===== src/rtl/imem_loader.sv =====
// imem_loader: fills instruction memory from a big-endian byte stream ending in a checksum byte
// Ports:
//   Clock, Reset          rising-edge clock, synchronous active-high reset
//   Start, Word_Count     begin a load of Word_Count words (saturated to 2**ADDR_WIDTH)
//   Byte_In, Byte_Valid   stream byte and its valid; transfer needs Byte_Ready too
//   Byte_Ready            loader accepts a byte this cycle
//   Mem_Write/Addr/Data   one-cycle instruction-memory write port
//   CPU_Hold              CPU stalls while a load is in progress
//   Done, Error           load finished / checksum mismatch (Error valid when Done)
module imem_loader #(
    parameter int ADDR_WIDTH = 5,
    parameter int BASE_ADDR  = 0
) (
    input  logic                  Clock,
    input  logic                  Reset,
    input  logic                  Start,
    input  logic [ADDR_WIDTH:0]   Word_Count,
    input  logic [7:0]            Byte_In,
    input  logic                  Byte_Valid,
    output logic                  Byte_Ready,
    output logic                  Mem_Write,
    output logic [ADDR_WIDTH-1:0] Mem_Addr,
    output logic [31:0]           Mem_Data,
    output logic                  CPU_Hold,
    output logic                  Done,
    output logic                  Error
);
    typedef enum logic [2:0] {IDLE, RECV, WRITE, CHECK, DONE} state_t;

    localparam logic [ADDR_WIDTH:0]   MAX_WORDS = {1'b1, {ADDR_WIDTH{1'b0}}};
    localparam logic [ADDR_WIDTH:0]   ONE_WORD  = {{ADDR_WIDTH{1'b0}}, 1'b1};
    localparam logic [ADDR_WIDTH-1:0] BASE      = ADDR_WIDTH'(BASE_ADDR);

    state_t                state, state_nxt;
    logic [ADDR_WIDTH:0]   remaining, count_sat;
    logic [ADDR_WIDTH-1:0] addr;
    logic [1:0]            byte_idx;
    logic [7:0]            sum;
    logic [31:0]           word;
    logic                  error_q, xfer, start_ok;

    assign count_sat  = (Word_Count > MAX_WORDS) ? MAX_WORDS : Word_Count;
    assign Byte_Ready = (state == RECV) || (state == CHECK);
    assign Mem_Write  = (state == WRITE);
    assign CPU_Hold   = (state == RECV) || (state == WRITE) || (state == CHECK);
    assign Done       = (state == DONE);
    assign Error      = error_q;
    assign xfer       = Byte_Valid && Byte_Ready;
    assign start_ok   = Start && ((state == IDLE) || (state == DONE));

    always_ff @(posedge Clock) begin
        if (Reset)
            state <= IDLE;
        else
            state <= state_nxt;
    end

    always_comb begin
        state_nxt = state;
        case (state)
            IDLE, DONE: state_nxt = Start ? ((count_sat == '0) ? CHECK : RECV) : state;
            RECV:       state_nxt = (xfer && byte_idx == 2'd3) ? WRITE : RECV;
            WRITE:      state_nxt = (remaining == ONE_WORD) ? CHECK : RECV;
            CHECK:      state_nxt = xfer ? DONE : CHECK;
            default:    state_nxt = IDLE;
        endcase
    end

    always_ff @(posedge Clock) begin
        if (Reset) begin
            remaining <= '0;
            addr      <= '0;
            byte_idx  <= '0;
            sum       <= '0;
            word      <= '0;
            error_q   <= 1'b0;
            Mem_Addr  <= '0;
            Mem_Data  <= '0;
        end else begin
            if (start_ok) begin
                remaining <= count_sat;
                addr      <= BASE;
                byte_idx  <= '0;
                sum       <= '0;
                error_q   <= 1'b0;
            end
            // byte_idx wraps to 0 after the 4th byte, ready for the next word
            if (state == RECV && xfer) begin
                word     <= {word[23:0], Byte_In};
                sum      <= sum + Byte_In;
                byte_idx <= byte_idx + 2'd1;
                // the write port is loaded only with complete words so partial words never show
                if (byte_idx == 2'd3) begin
                    Mem_Data <= {word[23:0], Byte_In};
                    Mem_Addr <= addr;
                end
            end
            if (state == WRITE) begin
                addr      <= addr + 1'b1;
                remaining <= remaining - 1'b1;
            end
            if (state == CHECK && xfer)
                error_q <= (Byte_In != 8'd0 - sum);
        end
    end
endmodule

===== config.mk =====
export PLATFORM = sky130hd
export DESIGN_NAME = imem_loader
export DESIGN_NICKNAME = d
export VERILOG_FILES = /design/src/rtl/imem_loader.sv
export SDC_FILE = /design/constraint.sdc
export NUM_CORES = 1
export LEC_CHECK = 0
export ABC_AREA = 1
export CAP_MARGIN = 20
export CORE_MARGIN = 2
export CORE_UTILIZATION = 54
export DETAILED_ROUTE_END_ITERATION = 6
export HOLD_SLACK_MARGIN = 0.15
export MAX_ROUTING_LAYER = met4
export PLACE_DENSITY = 0.8
export SYNTH_ARGS = -nofsm -noshare
export SYNTH_HDL_FRONTEND = slang
export SYNTH_SLANG_ARGS = --single-unit

===== constraint.sdc =====
create_clock -name Clock -period 1.7 [get_ports Clock]
set_input_delay 0.34 -clock Clock [delete_from_list [all_inputs] [get_ports Clock]]
set_output_delay 0.34 -clock Clock [all_outputs]
set_load 0.005 [all_outputs]

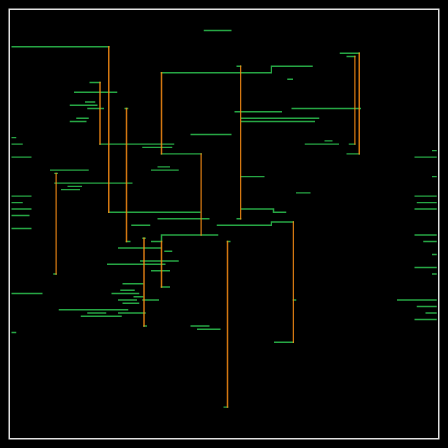
Figure 1: signal wires by layer.
Two of the layers only.
colour	layer	wire length
green	M3	506 µm
orange	M4	290 µm

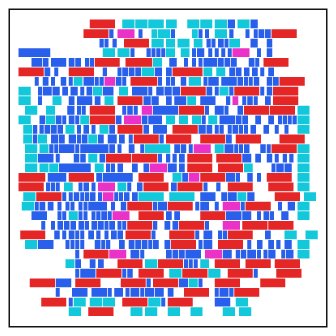
Figure 2: placed cells, one colour a class.
colour	class	cells
red	registers	86
blue	remaining logic cells	403
magenta	clock drivers and dummy loads	16
cyan	remaining buffers and delay cells	104

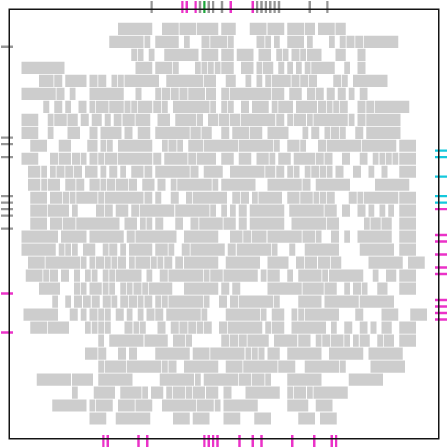
Figure 3: ports around the boundary.
Pins as bars across the die edge, other pins in grey.
colour	port	pins	direction	edge
cyan	Mem_Addr	5	output	right
magenta	Mem_Data	32	output	15 bottom, 10 right, 5 top, 2 left
green	Byte_Ready	1	output	top
all pins by edge	19 top, 15 right, 15 bottom, 11 left

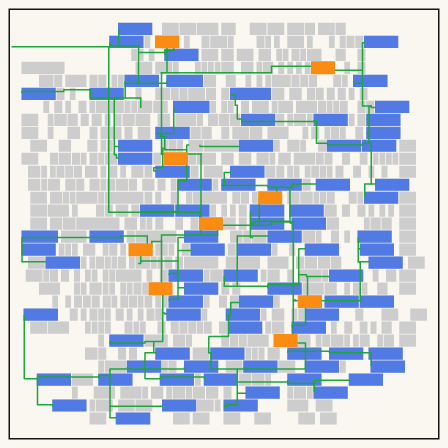
Figure 4: clock network drawn from the DEF.
[green] clock wires | length: 940 µm
[orange] clock-net drivers | count: 9
[blue] flip-flops | count: 86
routed clock nets	10
power in the clock group: 1.38 mW
clock skew: 12.7 ps

## power by group through the flow
stage	Clock (mW)	Sequential (mW)	Combinational [mW]
4_1_cts	1.39	2.11	0.596
3_3_place_gp	0	2.16	0.560
2_1_floorplan	0	2.16	0.356
3_5_place_dp	0	2.16	0.582
6_report	1.38	2.12	0.613
5_1_grt	1.48	2.13	0.681
## cell usage after synthesis (all sizes together) (2+ instances only)
cell,count,share of area [%]
buf,10,2.2
nand2,62,6.2
o21ai,50,6.3
ha,12,3.8
a21oi,49,6.2
dfxtp,86,43
nor2,84,8.9
inv,61,5.8
nor4,2,0.32
xor2,2,0.44
clkbuf,12,1.1
a211oi,29,6.8
nand3,30,3.9
a31oi,2,0.32
nor3,4,0.51
nand4,6,0.95
## kinds of logic after synthesis
kind of cell	synth area share (%)
and+or+nand+nor	21.3
AOI/OAI and AO/OA	20.5
DFF	43.5
buffers and inverters	9.16
adders and majority gates	4.30
xor gates and xnor gates	1.26
## worst max-delay path by stage
stage | from | endpoint | slack [ps] | depth (start not counted)
floorplan | Byte_In[0] | sum[4]$_SDFFE_PP0P_ | 210 | 7
global placement | Byte_In[0] | sum[4]$_SDFFE_PP0P_ | -320 | 8
detailed placement | Byte_In[0] | sum[4]$_SDFFE_PP0P_ | -390 | 8
CTS | state[0]$_SDFFE_PP0P_ | Byte_Ready | 6 | 3
global route | Byte_In[0] | sum[4]$_SDFFE_PP0P_ | -70 | 8
finish | Byte_In[0] | sum[4]$_SDFFE_PP0P_ | 60 | 8
## critical path: cells and delay by family
family | cells | cell delay (ps)
and+or+nand+nor | 3 | 320
AOI/OAI and AO/OA | 2 | 130
adders and majority gates | 2 | 600
buffers and inverters | 1 | 470
==> flow_summary.yaml <==
# physical design summary
clock_tree:
  clk_latency_ps: 360
  cts_buffer_depth: 2
  cts_buffers: 9
  cts.sinks: 86
  post-cts-setup-buffers: 3
power:
  switching_share_pct: 27.9
  p_seq_share_pct: 51.6
  power_mw: 4.11
synth:
  ys_area_um2: 3960
  synth_warnings: 0
  edf_count: 0
grt:
  grt_overflow: 0
  grt_pass1_vias: 3582
  antenna_found_initial: 0
  met3_usage_pct: 5.85
  grt_use_met2_pct: 43.7
  grt_pass1_wl_mm: 15.6
worst_setup_path:
  timing.critical_path.mode_cell: "a21oi_1"
  reg2reg_to: "word[20]$_SDFFE_PP0P_"
  required_ps: 1920
  critical_path.max_stage_delay_ps: 470
  worstReg2RegStart: "state[1]$_SDFFE_PP0P_"
cells_and_area:
  clkCellAreaFrac_pct: 3.72
  layout.non_clock_buffers: 104
  biggestRegsByFlops: "Mem_Data (32), word (24), sum (8)"
  largest_reg_flops: 32
  buffer_area_share_pct: 18.6
  most-common-layout-cells: "dfxtp_1, nor2_1, nand2_1"
floorplan:
  die_y_um: 89.6
  rows: 31
  pin_count: 60
sta:
  max_freq_ghz: 0.609
  fin_hold_ws_ps: 431
  fin_crit_sh_pct: 96.6
route:
  wl_met3_um: 505
  route.met2.wl_mm: 4.80
  num_vias: 3804
  wl_per_cell_um: 13.5
  drc_errors: 0
  post_drt_via_cell_ratio: 5.37
run:
  drv_cap: 0
status:
  outcome: "completed"
Power is estimated from default activity; no workload was simulated.
